$ cat src/rtl/fetch_unit.sv
// RV32I instruction fetch: holds the PC, fetches from instruction memory and
// hands one instruction at a time to decode; applies redirects, halts on ECALL.
module fetch_unit #(
  parameter logic [31:0] RESET_PC   = 32'h00000000,
  parameter logic [31:0] NOP_INSTR  = 32'h00000013,
  parameter logic [31:0] HALT_INSTR = 32'h00000073
) (
  input  logic        clk,
  input  logic        rst_n,
  output logic        imem_req,
  output logic [31:0] imem_addr,
  input  logic [31:0] imem_rdata,
  input  logic        imem_valid,
  output logic [31:0] instr,
  output logic [6:0]  opcode,
  output logic [31:0] pc,
  output logic        instr_valid,
  input  logic        instr_ready,
  input  logic        branch_taken,
  input  logic [31:0] branch_target,
  output logic        halt,
  output logic [31:0] instret
);

  typedef enum logic [1:0] {IDLE, REQ, ISSUE, HALTED} state_t;

  state_t state;

  // Redirect targets are word aligned; sequential fetch wraps modulo 2^32.
  function automatic logic [31:0] next_pc(input logic [31:0] cur, input logic taken,
                                          input logic [31:0] target);
    next_pc = taken ? (target & 32'hFFFFFFFC) : (cur + 32'd4);
  endfunction

  assign imem_addr = pc;
  assign opcode    = instr[6:0];

  always_ff @(posedge clk or negedge rst_n) begin
    if (!rst_n) begin
      state       <= IDLE;
      pc          <= RESET_PC;
      imem_req    <= 1'b0;
      instr       <= NOP_INSTR;
      instr_valid <= 1'b0;
      halt        <= 1'b0;
      instret     <= 32'd0;
    end else begin
      case (state)
        IDLE: begin
          imem_req <= 1'b1;
          state    <= REQ;
        end
        REQ: begin
          if (imem_valid) begin
            instr       <= imem_rdata;
            imem_req    <= 1'b0;
            instr_valid <= 1'b1;
            state       <= ISSUE;
          end
        end
        ISSUE: begin
          if (instr_ready) begin
            instret     <= instret + 32'd1;
            instr_valid <= 1'b0;
            if (instr == HALT_INSTR) begin
              instr <= NOP_INSTR;
              halt  <= 1'b1;
              state <= HALTED;
            end else begin
              pc       <= next_pc(pc, branch_taken, branch_target);
              imem_req <= 1'b1;
              state    <= REQ;
            end
          end
        end
        HALTED: begin
          imem_req    <= 1'b0;
          instr_valid <= 1'b0;
          halt        <= 1'b1;
        end
        default: state <= IDLE;
      endcase
    end
  end

endmodule

$ cat config.mk
export PLATFORM = sky130hd
export DESIGN_NAME = fetch_unit
export DESIGN_NICKNAME = d
export VERILOG_FILES = /design/src/rtl/fetch_unit.sv
export SDC_FILE = /design/constraint.sdc
export NUM_CORES = 1
export LEC_CHECK = 0
export CORE_MARGIN = 4
export CORE_UTILIZATION = 25
export DETAILED_ROUTE_END_ITERATION = 7
export PLACE_DENSITY = 0.57
export SKIP_LAST_GASP = 1
export SLEW_MARGIN = 0
export SYNTH_ARGS = -nofsm -noshare
export SYNTH_HDL_FRONTEND = slang
export SYNTH_SLANG_ARGS = --single-unit
$ cat constraint.sdc
create_clock -name clk -period 4.6 [get_ports clk]
set_input_delay 0.92 -clock clk [delete_from_list [all_inputs] [get_ports clk]]
set_output_delay 0.92 -clock clk [all_outputs]
set_load 0.005 [all_outputs]
Figure 1. Sequential cells grouped by signal name.
Scale bar: 50 um.
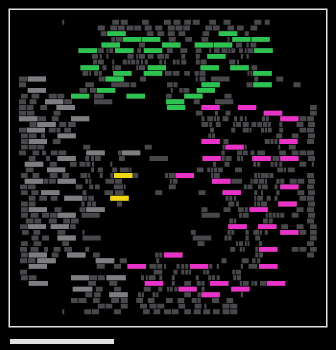
- state: yellow (sequential cells 2)
- instret: green (sequential cells 32)
- imem_addr: magenta (sequential cells 30)
- not coloured: 35
register area: 2480 um^2
final core occ: 36.7%
P_seq: 1.57 mW

Figure 2. Metal 2.
Scale bar: 50 um.
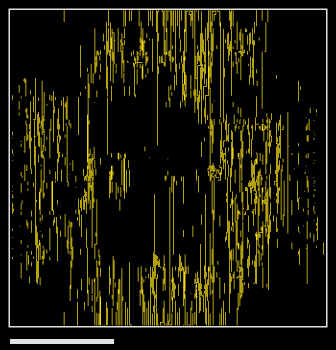
- wire length on this layer: 6810 um
- longest straight run: 64.1 um
- nets with wire on the layer: 627
- main direction: vertical
Vias: 4374
final wirelength: 15200 um
GR Layer Usage met2: 19.8%

Figure 3. The metal 3 layer.
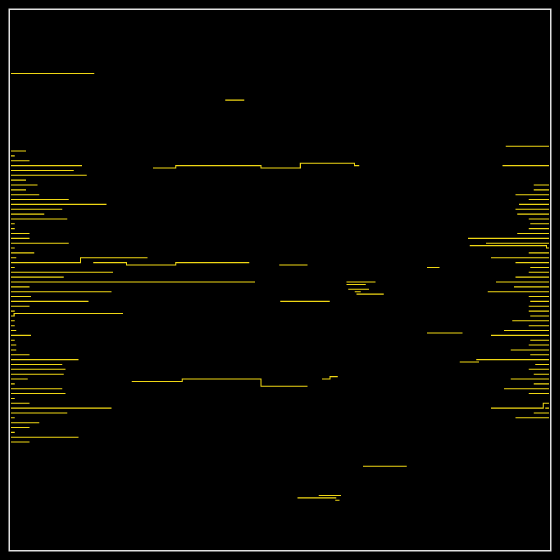
- wire length on this layer: 1380 um
- nets with wire on the layer: 126
- main direction: horizontal
- longest straight run: 68.1 um
- share of all routed wire: 9.1%
GR met3 Demand/Resource: 5.33%

Figure 4. Track usage over the die.
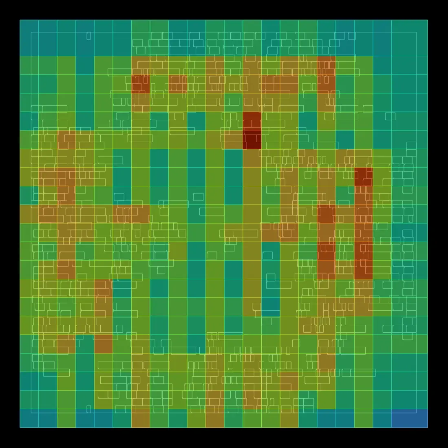
met1 GRT Util: 18.4%
routed length per placed instance: 16.2 um
total track usage: 13.3%

Figure 5. Selected gate families.
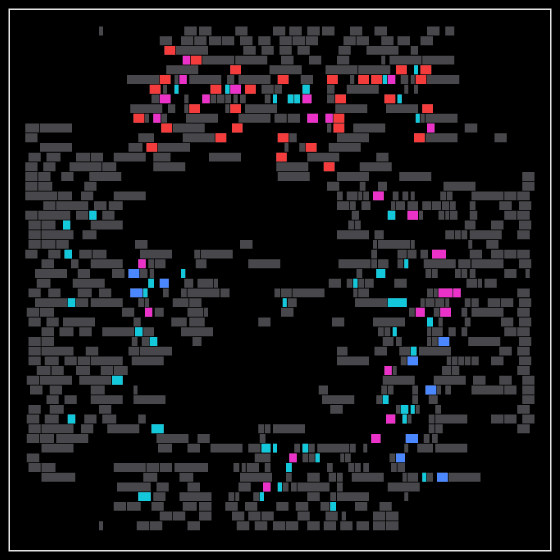
- NOR gates: cyan (cells 45; most used nor2_1)
- AND and OR gates: magenta (cells 25; most used and3_1)
- XOR/XNOR gates: red (cells 31; most used xnor2_1)
- AND-OR and OR-AND gates: blue (cells 9; most used a22o_1)
highest-count logic cell in the final layout: clkdlybuf4s50_1
Non-Filler Instances: 938
logic share of the area: 30.0%

-- cell type report --
cell class | count | area [um^2] | area share (%)
Clock buffer | 12 | 246 | 3.32
Clock inverter | 4 | 26.3 | 0.354
Inverter | 12 | 45.0 | 0.607
Multi-Input combinational cell | 333 | 2230 | 30.0
Sequential cell | 99 | 2480 | 33.4
Tap cell | 270 | 338 | 4.55
Timing Repair Buffer | 208 | 2060 | 27.7
-- routing by layer --
layer / vias up / wire, um / track usage (%)
met3: 7 / 1380 / 5.33
met5: - / 7 / 0
li1: 2113 / - / -
met2: 148 / 6810 / 19.8
met1: 2104 / 6890 / 18.4
met4: 2 / 121 / 2.86
-- metrics by stage --
stage | hold slack [ns] | power, mW | area [um^2] | instances | setup slack, ns
floorplan | 0.465 | 2.37 | 5150 | 506 | 2.29
global placement | 0.464 | 3.36 | 7150 | 922 | 1.24
detailed placement | 0.463 | 3.36 | 7150 | 922 | 1.28
CTS | 0.479 | 4.12 | 7430 | 938 | 1.64
global route | 0.513 | 4.36 | 7430 | 938 | 1.34
finish | 0.476 | 4.04 | 7430 | 938 | 1.60
-- cells by family (layout without fill, tap and decap cells) --
group	after synthesis	count (layout)
AND/OR/NAND/NOR	140	140
AND-OR/OR-AND	118	118
flip-flops	99	99
buffers and inverters	74	236
multiplexers	33	33
XOR/XNOR	31	31
adder cells (fa/ha/maj)	7	7
other	1	4
-- cells in the final DEF, fill, tap and decap left out, types with 10 or more instances in the layout --
cell type	n
a21oi_1	37
clkdlybuf4s50_1	199
dfrtp_1	96
inv_1	11
mux2_2	31
nand2_1	35
nand3_1	19
nand4_1	14
nor2_1	20
o21ai_0	32
xnor2_1	21
xor2_1	10
-- registers in the layout, indices dropped and copies added, names as in the netlist --
name / cells
halt: 1
imem_addr: 30
imem_req: 1
instr: 32
instr_valid: 1
instret: 32
state: 2
-- power breakdown --
part           internal (mW)  switching, mW  total (mW)
registers               1.19          0.382        1.57
logic                   1.15          0.603        1.75
clock network          0.382          0.345       0.727
-- worst paths after layout --
kind / startpoint / end / slack [ns] / depth (start not counted)
setup / recovery: instr_ready / instret[30] / 1.60 / 6
hold / removal: instret[31] / instret[31] / 0.48 / 1
setup reg to reg: state[0] / instret[30] / 1.88 / 7
hold reg to reg: instret[31] / instret[31] / 0.48 / 1
max in group asynchronous: rst_n / instr[1] / 3.05 / 2
min in group asynchronous: rst_n / instret[31] / 0.66 / 1
-- worst max-delay path, stage by stage --
cell and delay (ns):
clkdlybuf4s50_1 0.53, and2_1 0.38, nand4_1 0.31, nor4_1 0.72, nand4_1 0.20, xnor2_1 0.16
==> Changelog: implementation <==
### Metrics

* CTS Buf Count at 9
* Total gr overflow at 0
* Late-Pin Clk Latency at 0.34 ns
* Post-synth regs at ~99
* Full die area at 22900 um^2
* Pleak at 2.91 nW
* # fillers at 2028
* Netlist Area Pre-Place at 5140 um^2
* Antenna Violating Nets Remaining at 0
* Primary FF master, synth: dfrtp_1
* Simple-gate share of the synthesized area at around 15%
* First-pass GRT wire length at roughly 24000 um
* Fin Clk Skew at ~0.0061 ns
* Synth area leader: dfrtp_1
* Top cells by count: dfrtp_1 (96), buf_4 (41), a21oi_1 (37)
* Final Critical Period at about 3 ns
* Count of library flops with an enable pin at 0
* # rows at 52
* Final nets at 739
* Max-area cell share at 46.7%
* Cell Type Count at between 50 and 60
* Main logic family after synthesis: simple AND/OR/NAND/NOR gates
* CP Capture Type: flop
* Pin count of the biggest net entering global routing at 58
* Slew @ Worst Pin at 0.770 ns
* Fin crit share at between 60% and 70%
* Most frequent cell after synthesis: dfrtp_1
* Sink Count at 99
* Setup-failing EPs final at 0
* Chip Width at 151 um
* Clock Tree Root: clkbuf_16
* Clk buf depth at 2
* Routed vias/inst at 4.66
* H-tree levels at 3
* Yosys warnings at 0
* Setup TNS at 0 ns
* CTS tree: built
* Critical Path Start Type: input pin
* Gp weighted congestion at 0.795
* Layout cells sized above 1 at 9.43%
* Ys cells at 503
* Biggest area cells: dfrtp_1 (47%), mux2_2 (6.8%), buf_4 (6.0%), a21oi_1 (3.6%), xnor2_1 (3.6%)
* Seq share, synth at 48.3%
* Yosys Chip Area at 5140 um^2
* Final Hold Vio Count at 0
* Post-CTS Setup Bufs at 0
* Vias in the first global route at 4224
* Crit-path max FO at 10
* Peak supply drop at about 0.25 mV
* Syn Inst Count at 503
* WP data required at between 4 and 5 ns
* Maxcap violations at 0
* Core ar. at 20200 um^2
* PwrDens at 545 nW/um^2
* Clock slew seen by the registers of the worst setup and hold paths at 0.07 ns
* Crit Path Category: input pin to flop
* HP Class: flop to flop
* Initial Utilization at 25.4%
* TritonRoute pass-1 iters at 5
* # diodes at 0
* Peak Freq at around 0.33 GHz
* I/O pin count at 207
* Slew HR at between 40 and 50%
* Critical path arrival at between 3 and 4 ns
* Initial antenna violation count at 1
* MUX share of area at 7.18%
* Post-cts resize count at 0
* Cts hold-fix bufs at 0
* Yosys aoi share at 14.1%
* RSZ-0062 raised after global routing: no
* Area growth, synth to finish at 44.4%
* Status: finished clean
* Estimated wirelength of the detail-placed design at around 11000 um
* Mean Syn Cell Area at 10.2 um^2
* Vert. Die Dim at roughly 150 um
* Asr flop ratio synth at 100%
* Initial DRC Count at 202
* Adder share at 1.70%
No activity file was given, so power comes from the tool's default toggle rates.
